<file path="src/rtl/uart_pkg.sv">
`default_nettype none
// ============================================================================
// Module      : uart_pkg
// Description : Shared UART definitions. Holds the receiver state encoding,
//               the default frame geometry and the tick positions inside a
//               bit period. The transmitter reuses the same package.
// Contents    : rx_state_t, DEF_DATA_BITS, DEF_OVERSAMPLE, MID_TICK,
//               LAST_TICK, mid_tick(), last_tick()
// Revision    : 1.0 - initial release
// ============================================================================
package uart_pkg;

    localparam int DEF_DATA_BITS  = 8;
    localparam int DEF_OVERSAMPLE = 16;

    // Tick index at the middle of a bit and at the end of a bit period,
    // for the default oversampling ratio.
    localparam int MID_TICK  = DEF_OVERSAMPLE / 2 - 1;
    localparam int LAST_TICK = DEF_OVERSAMPLE - 1;

    typedef enum logic [1:0] {
        RX_IDLE  = 2'd0,
        RX_START = 2'd1,
        RX_DATA  = 2'd2,
        RX_STOP  = 2'd3
    } rx_state_t;

    // Same positions for a non-default oversampling ratio.
    function automatic int mid_tick(input int oversample);
        return oversample / 2 - 1;
    endfunction

    function automatic int last_tick(input int oversample);
        return oversample - 1;
    endfunction

endpackage
`default_nettype wire

</file>
<file path="src/rtl/uart_sync2.sv">
`default_nettype none
// ============================================================================
// Module      : uart_sync2
// Description : Two-flop synchroniser for a single asynchronous input.
//               Both flops load RESET_VAL while reset is asserted so the
//               synchronised output starts in the line's idle level.
// Ports       : clk   - system clock
//               reset - asynchronous active-low reset
//               d     - asynchronous input
//               q     - synchronised output (2 clk latency)
// Revision    : 1.0 - initial release
// ============================================================================
module uart_sync2 #(
    parameter logic RESET_VAL = 1'b1
) (
    input  logic clk,
    input  logic reset,
    input  logic d,
    output logic q
);

    logic r_meta;

    always_ff @(posedge clk or negedge reset) begin
        if (!reset) begin
            r_meta <= RESET_VAL;
            q      <= RESET_VAL;
        end else begin
            r_meta <= d;
            q      <= r_meta;
        end
    end

endmodule
`default_nettype wire

</file>
<file path="src/rtl/uart_rx.sv">
`default_nettype none
// ============================================================================
// Module      : uart_rx
// Description : UART receiver, 8N1 style framing (DATA_BITS data bits, no
//               parity, one stop bit), LSB first. Oversamples the line with
//               an external tick at OVERSAMPLE x baud, validates the start
//               bit at its midpoint and samples each following bit one bit
//               period later. Received bytes are held behind a valid/read
//               handshake; framing errors and overruns are single-clk pulses.
// Ports       : clk         - system clock
//               reset       - asynchronous active-low reset
//               tick        - oversampling enable, one clk wide
//               rx          - asynchronous serial input, idle high
//               rd_en       - consumer pops data_out
//               data_out    - last correctly framed byte
//               data_valid  - unread byte held in data_out
//               framing_err - pulse: stop bit sampled low
//               overrun_err - pulse: byte completed over an unread byte
//               busy        - receiver is inside a frame
// Revision    : 1.0 - initial release
// ============================================================================
module uart_rx
    import uart_pkg::*;
#(
    parameter int DATA_BITS  = DEF_DATA_BITS,
    parameter int OVERSAMPLE = DEF_OVERSAMPLE
) (
    input  logic                 clk,
    input  logic                 reset,
    input  logic                 tick,
    input  logic                 rx,
    input  logic                 rd_en,
    output logic [DATA_BITS-1:0] data_out,
    output logic                 data_valid,
    output logic                 framing_err,
    output logic                 overrun_err,
    output logic                 busy
);

    localparam int TICK_W = $clog2(OVERSAMPLE);
    localparam int BIT_W  = $clog2(DATA_BITS + 1);

    localparam logic [TICK_W-1:0] c_mid_tick  = TICK_W'(mid_tick(OVERSAMPLE));
    localparam logic [TICK_W-1:0] c_last_tick = TICK_W'(last_tick(OVERSAMPLE));
    localparam logic [BIT_W-1:0]  c_last_bit  = BIT_W'(DATA_BITS - 1);

    logic                 rx_s;
    rx_state_t            r_state;
    rx_state_t            w_next_state;
    logic [TICK_W-1:0]    r_tick_cnt;
    logic [BIT_W-1:0]     r_bit_cnt;
    logic [DATA_BITS-1:0] r_shift;

    logic w_mid_hit;
    logic w_last_hit;
    logic w_last_bit;
    logic w_data_sample;
    logic w_stop_sample;
    logic w_good_stop;
    logic w_bad_stop;

    // ------------------------------------------------------------------------
    // Input synchroniser; idle level of the line is high.
    // ------------------------------------------------------------------------
    uart_sync2 #(
        .RESET_VAL (1'b1)
    ) u_rx_sync (
        .clk   (clk),
        .reset (reset),
        .d     (rx),
        .q     (rx_s)
    );

    assign w_mid_hit  = (r_tick_cnt == c_mid_tick);
    assign w_last_hit = (r_tick_cnt == c_last_tick);
    assign w_last_bit = (r_bit_cnt == c_last_bit);

    // ------------------------------------------------------------------------
    // FSM: state register
    // ------------------------------------------------------------------------
    always_ff @(posedge clk or negedge reset) begin
        if (!reset) begin
            r_state <= RX_IDLE;
        end else begin
            r_state <= w_next_state;
        end
    end

    // ------------------------------------------------------------------------
    // FSM: next-state logic. Every transition is qualified by tick, so a
    // low rx_s seen between ticks is picked up at the following tick.
    // ------------------------------------------------------------------------
    always_comb begin
        w_next_state = r_state;
        if (tick) begin
            case (r_state)
                RX_IDLE: begin
                    if (!rx_s) begin
                        w_next_state = RX_START;
                    end
                end
                RX_START: begin
                    // Mid start bit: a high line means a glitch, not a frame.
                    if (w_mid_hit) begin
                        w_next_state = rx_s ? RX_IDLE : RX_DATA;
                    end
                end
                RX_DATA: begin
                    if (w_last_hit && w_last_bit) begin
                        w_next_state = RX_STOP;
                    end
                end
                RX_STOP: begin
                    // Leave at the stop sample instead of waiting out the
                    // stop bit, so a start bit right behind it is caught.
                    if (w_last_hit) begin
                        w_next_state = RX_IDLE;
                    end
                end
                default: begin
                    w_next_state = RX_IDLE;
                end
            endcase
        end
    end

    // ------------------------------------------------------------------------
    // FSM: output decode
    // ------------------------------------------------------------------------
    always_comb begin
        busy          = (r_state != RX_IDLE);
        w_data_sample = tick && (r_state == RX_DATA) && w_last_hit;
        w_stop_sample = tick && (r_state == RX_STOP) && w_last_hit;
        w_good_stop   = w_stop_sample && rx_s;
        w_bad_stop    = w_stop_sample && !rx_s;
    end

    // ------------------------------------------------------------------------
    // Tick/bit counters and data shifter. Frozen whenever tick is low.
    // ------------------------------------------------------------------------
    always_ff @(posedge clk or negedge reset) begin
        if (!reset) begin
            r_tick_cnt <= '0;
            r_bit_cnt  <= '0;
            r_shift    <= '0;
        end else if (tick) begin
            case (r_state)
                RX_IDLE: begin
                    r_tick_cnt <= '0;
                    r_bit_cnt  <= '0;
                end
                RX_START: begin
                    // Restarting at the start-bit midpoint puts every later
                    // LAST_TICK sample in the middle of its bit.
                    r_tick_cnt <= w_mid_hit ? '0 : r_tick_cnt + 1'b1;
                end
                RX_DATA: begin
                    if (w_data_sample) begin
                        r_tick_cnt <= '0;
                        r_bit_cnt  <= r_bit_cnt + 1'b1;
                        // Shift in from the top: after DATA_BITS samples the
                        // first received bit sits at bit 0 (LSB first).
                        r_shift    <= {rx_s, r_shift[DATA_BITS-1:1]};
                    end else begin
                        r_tick_cnt <= r_tick_cnt + 1'b1;
                    end
                end
                RX_STOP: begin
                    r_tick_cnt <= w_last_hit ? '0 : r_tick_cnt + 1'b1;
                end
                default: begin
                    r_tick_cnt <= '0;
                    r_bit_cnt  <= '0;
                end
            endcase
        end
    end

    // ------------------------------------------------------------------------
    // Output register and handshake. A good stop sample wins over rd_en, so
    // a read in the load cycle pops the old byte and the new one stays valid.
    // ------------------------------------------------------------------------
    always_ff @(posedge clk or negedge reset) begin
        if (!reset) begin
            data_out    <= '0;
            data_valid  <= 1'b0;
            framing_err <= 1'b0;
            overrun_err <= 1'b0;
        end else begin
            framing_err <= w_bad_stop;
            overrun_err <= w_good_stop && data_valid && !rd_en;
            if (w_good_stop) begin
                data_out   <= r_shift;
                data_valid <= 1'b1;
            end else if (rd_en) begin
                data_valid <= 1'b0;
            end
        end
    end

endmodule
`default_nettype wire

</file>
<file path="config.mk">
export PLATFORM = sky130hd
export DESIGN_NAME = uart_rx
export DESIGN_NICKNAME = d
export VERILOG_FILES = /design/src/rtl/uart_pkg.sv /design/src/rtl/uart_sync2.sv /design/src/rtl/uart_rx.sv
export SDC_FILE = /design/constraint.sdc
export NUM_CORES = 1
export LEC_CHECK = 0
export ABC_AREA = 0
export CORE_MARGIN = 1.5
export CORE_UTILIZATION = 50
export DETAILED_ROUTE_END_ITERATION = 8
export PLACE_DENSITY = 0.72
export SLEW_MARGIN = 25
export SYNTH_ARGS = -nofsm -noshare
export SYNTH_HDL_FRONTEND = slang
export SYNTH_SLANG_ARGS = --single-unit
</file>
<file path="constraint.sdc">
create_clock -name clk -period 2.8 [get_ports clk]
set_input_delay 0.84 -clock clk [delete_from_list [all_inputs] [get_ports clk]]
set_output_delay 0.84 -clock clk [all_outputs]
set_load 0.1 [all_outputs]
</file>
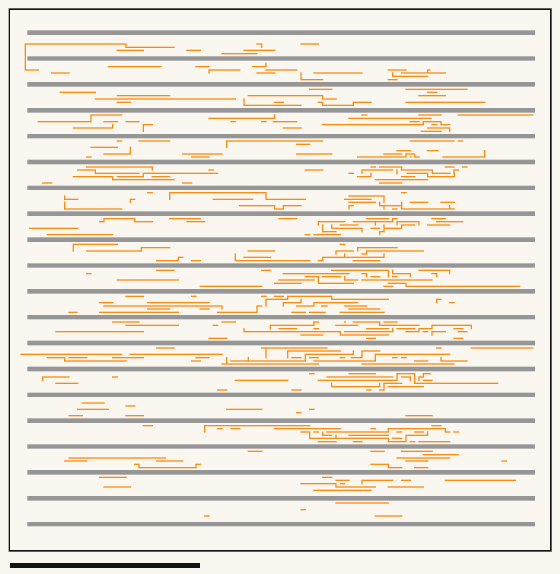
**Above:** run 1 (the metal 1 layer).
The bar under the picture is 20 microns long. Supply wires on this layer in grey.
The layer carries 1120 microns of wire. The wires run mostly horizontal. The longest straight run is 14.7 microns. The layer holds 44% of the routed length.

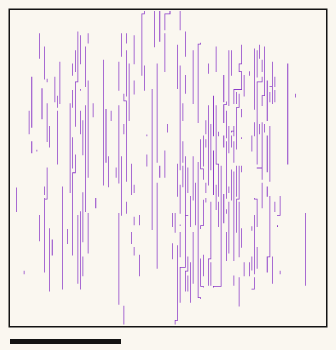
**Above:** run 1 (metal 2).
The bar under the picture is 20 microns long.
128 nets have wire on it. The layer carries 1300 microns of wire. The layer holds 51% of the routed length.

==> impl_metrics.json, run 1 <==
{
  "synth_top_cell_by_area": "dfrtp_1",
  "dp_cells": 164,
  "p_int_w": 0.000806,
  "htreeDepth": 2,
  "drt.antenna.violating_nets": 0,
  "status": "finished, final reports clean",
  "critPathLaunchType": "register",
  "crit_buf_inv": 2,
  "fin_util": 0.612,
  "diodes": 0,
  "hold_buffers": 0,
  "synth_warnings": 0,
  "synthTopCellsByArea": "dfrtp_1 50%, mux2_2 13%, dfstp_2 3.6%",
  "synth_seq_share": 0.538,
  "rr_startpoint": "r_tick_cnt[0]",
  "r2r_end": "data_out[7]",
  "ys_sh_xor": 0,
  "whs_ps": 359,
  "cts_tree": "done",
  "async_flop_share": 1.00,
  "critPathKind": "register to output pin",
  "comb_power_w": 0.000230,
  "total_power_w": 0.00119,
  "r2r_setup_slack_ps": 940,
  "track_usage": 0.187,
  "final_nets": 147,
  "synthTopCellsByCount": "29 x dfrtp_1, 17 x mux2_2, 10 x nand2_1",
  "endpoint": "busy",
  "finalHoldViolCount": 0,
  "cts_setup_buffers": 0,
  "critPathMaxStageDelay_ps": 660,
  "end_kind": "output pin",
  "fill_cells": 230,
  "grt_pass1_vias": 1016,
  "ir_drop_mv": 0.654,
  "aoi_share": 0.0891,
  "ios": 17,
  "p_switching_w": 0.000380,
  "yosysCellCount": 121,
  "power_frac_comb": 0.194,
  "row_count": 19,
  "power.leakage_nw": 0.816,
  "powerDensity_nw_per_um2": 703,
  "insertion_delay_ps": 330
}
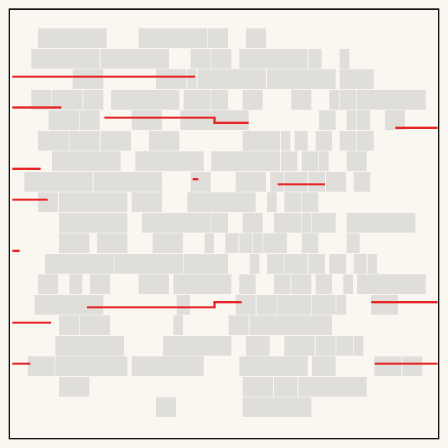
**Above:** run 1 (the metal 3 layer).
Cells faint in the background.
The layer carries 114 microns of wire. The longest straight run is 23.9 microns. The wires run mostly horizontal. The layer holds 4.5% of the routed length.

## run 1: layout by cell type, fill, tap and decap left out, drive strengths merged, types with 3 or more instances in the layout
cell type,instances
nand2,10
nand2b,7
a22o,3
dfrtp,29
clkdlybuf4s50,4
nor3,3
nand4,4
inv,4
nor2b,3
clkbuf,6
mux2,18
buf,14
o21ai,4
## run 1: cell type report
class	instances	area, sq um	share of cell area
timing repair buffer	18	145	0.0861
sequential	31	778	0.461
clock buffer	6	51.3	0.0304
clock inverter	2	35.0	0.0208
multi-input combinational	80	623	0.369
inverter	4	15.0	0.00890
tap	31	38.8	0.0230
## run 1: metal layers
layer,track usage,share of wire
met2,0.312,0.51
met5,0,0
met3,0.0714,0.045
met4,0.0664,0.0051
met1,0.220,0.44
**Run 1: routing congestion map**

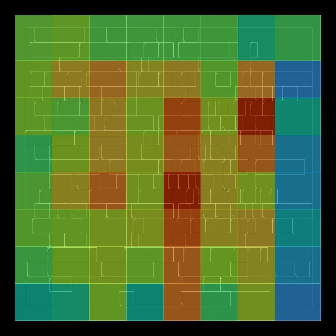

==> run 1 -> run 2 <==
Clock period 2.8 ns to 2.3 ns, I/O delays scaled along.
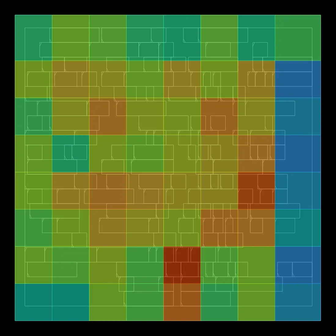
**Above:** run 2 (routing congestion map).
Top Usage Layer GRT: met2
GR Layer Usage met3: 0.0553
met1 GRT Util: 0.217

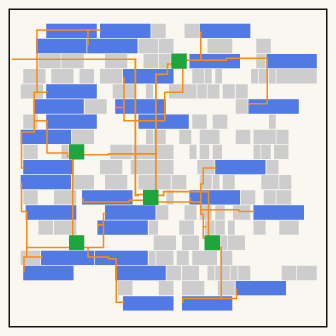
**Above:** run 2 (clock network drawn from the DEF).
clock wires: drawn in orange, length 379 microns. cells driving clock nets: drawn in green, count 5. flip-flops: drawn in blue, count 31.
Position of the flops: widely spread.

==> run 2 against run 1 <==
Combinational power grew 54%. Largest power group unchanged. Cell area grew 2.2%. Flip-flop count did not move. Register-to-register slack got worse by 450 ps. Worst setup slack got worse by 8.4 ps. Via count grew 1.2%. Sequential share of layout area fell by 0.97 points. Global-route usage fell by 0.33 points. Core utilization increased by 1.3 points. Clock skew down 5.9 ps. Synthesized cell count is the same.
==> impl_metrics.json, run 2 <==
{
  "status": "finished, final reports clean",
  "rr_startpoint": "r_tick_cnt[0]",
  "drt-met1-wl_microns": 1110,
  "critPathMaxStageDelay_ps": 400,
  "cts_tree": "done",
  "whs_ps": 359,
  "critPathLaunchType": "register",
  "wl_met2_microns": 1290,
  "diodes": 0,
  "crit_buf_inv": 2,
  "comb_power_w": 0.000355,
  "r2r_setup_slack_ps": 490,
  "htreeDepth": 2,
  "synth_top_cell_by_area": "dfrtp_1",
  "row_count": 19,
  "end_kind": "output pin",
  "power_frac_comb": 0.261,
  "drt.antenna.violating_nets": 0,
  "insertion_delay_ps": 320,
  "synthTopCellsByArea": "dfrtp_1 50%, mux2_2 13%, dfstp_2 3.6%",
  "final_nets": 152,
  "grt_pass1_vias": 1023,
  "p_switching_w": 0.000456,
  "ir_drop_mv": 0.678,
  "p_int_w": 0.000904,
  "logic_area_sq_um": 623
}
-- run 2: final cells by class --
class,count,area share
Clock buffer,7,0.0320
Clock inverter,1,0.00290
Inverter,4,0.00871
Multi-Input combinational cell,80,0.362
Sequential cell,31,0.452
Tap cell,31,0.0225
Timing Repair Buffer,23,0.121
-- run 2: cell families after synthesis --
| group | Yosys count |
|---|---|
| DFF | 31 |
| AOI/OAI and AO/OA | 18 |
| and+or+nand+nor | 42 |
| muxes | 18 |
| buffers and inverters | 10 |
| adders and majority gates | 2 |
-- run 2: through the flow --
step                      power (W)  cells  utilization
final                       0.00136    177        0.625
after global routing        0.00145    177        0.625
after CTS                   0.00138    177        0.625
after detailed placement    0.00105    169        0.603
after global placement      0.00103    169        0.603
after floorplan            0.000941    121            -
No activity file was given, so power comes from the tool's default toggle rates.
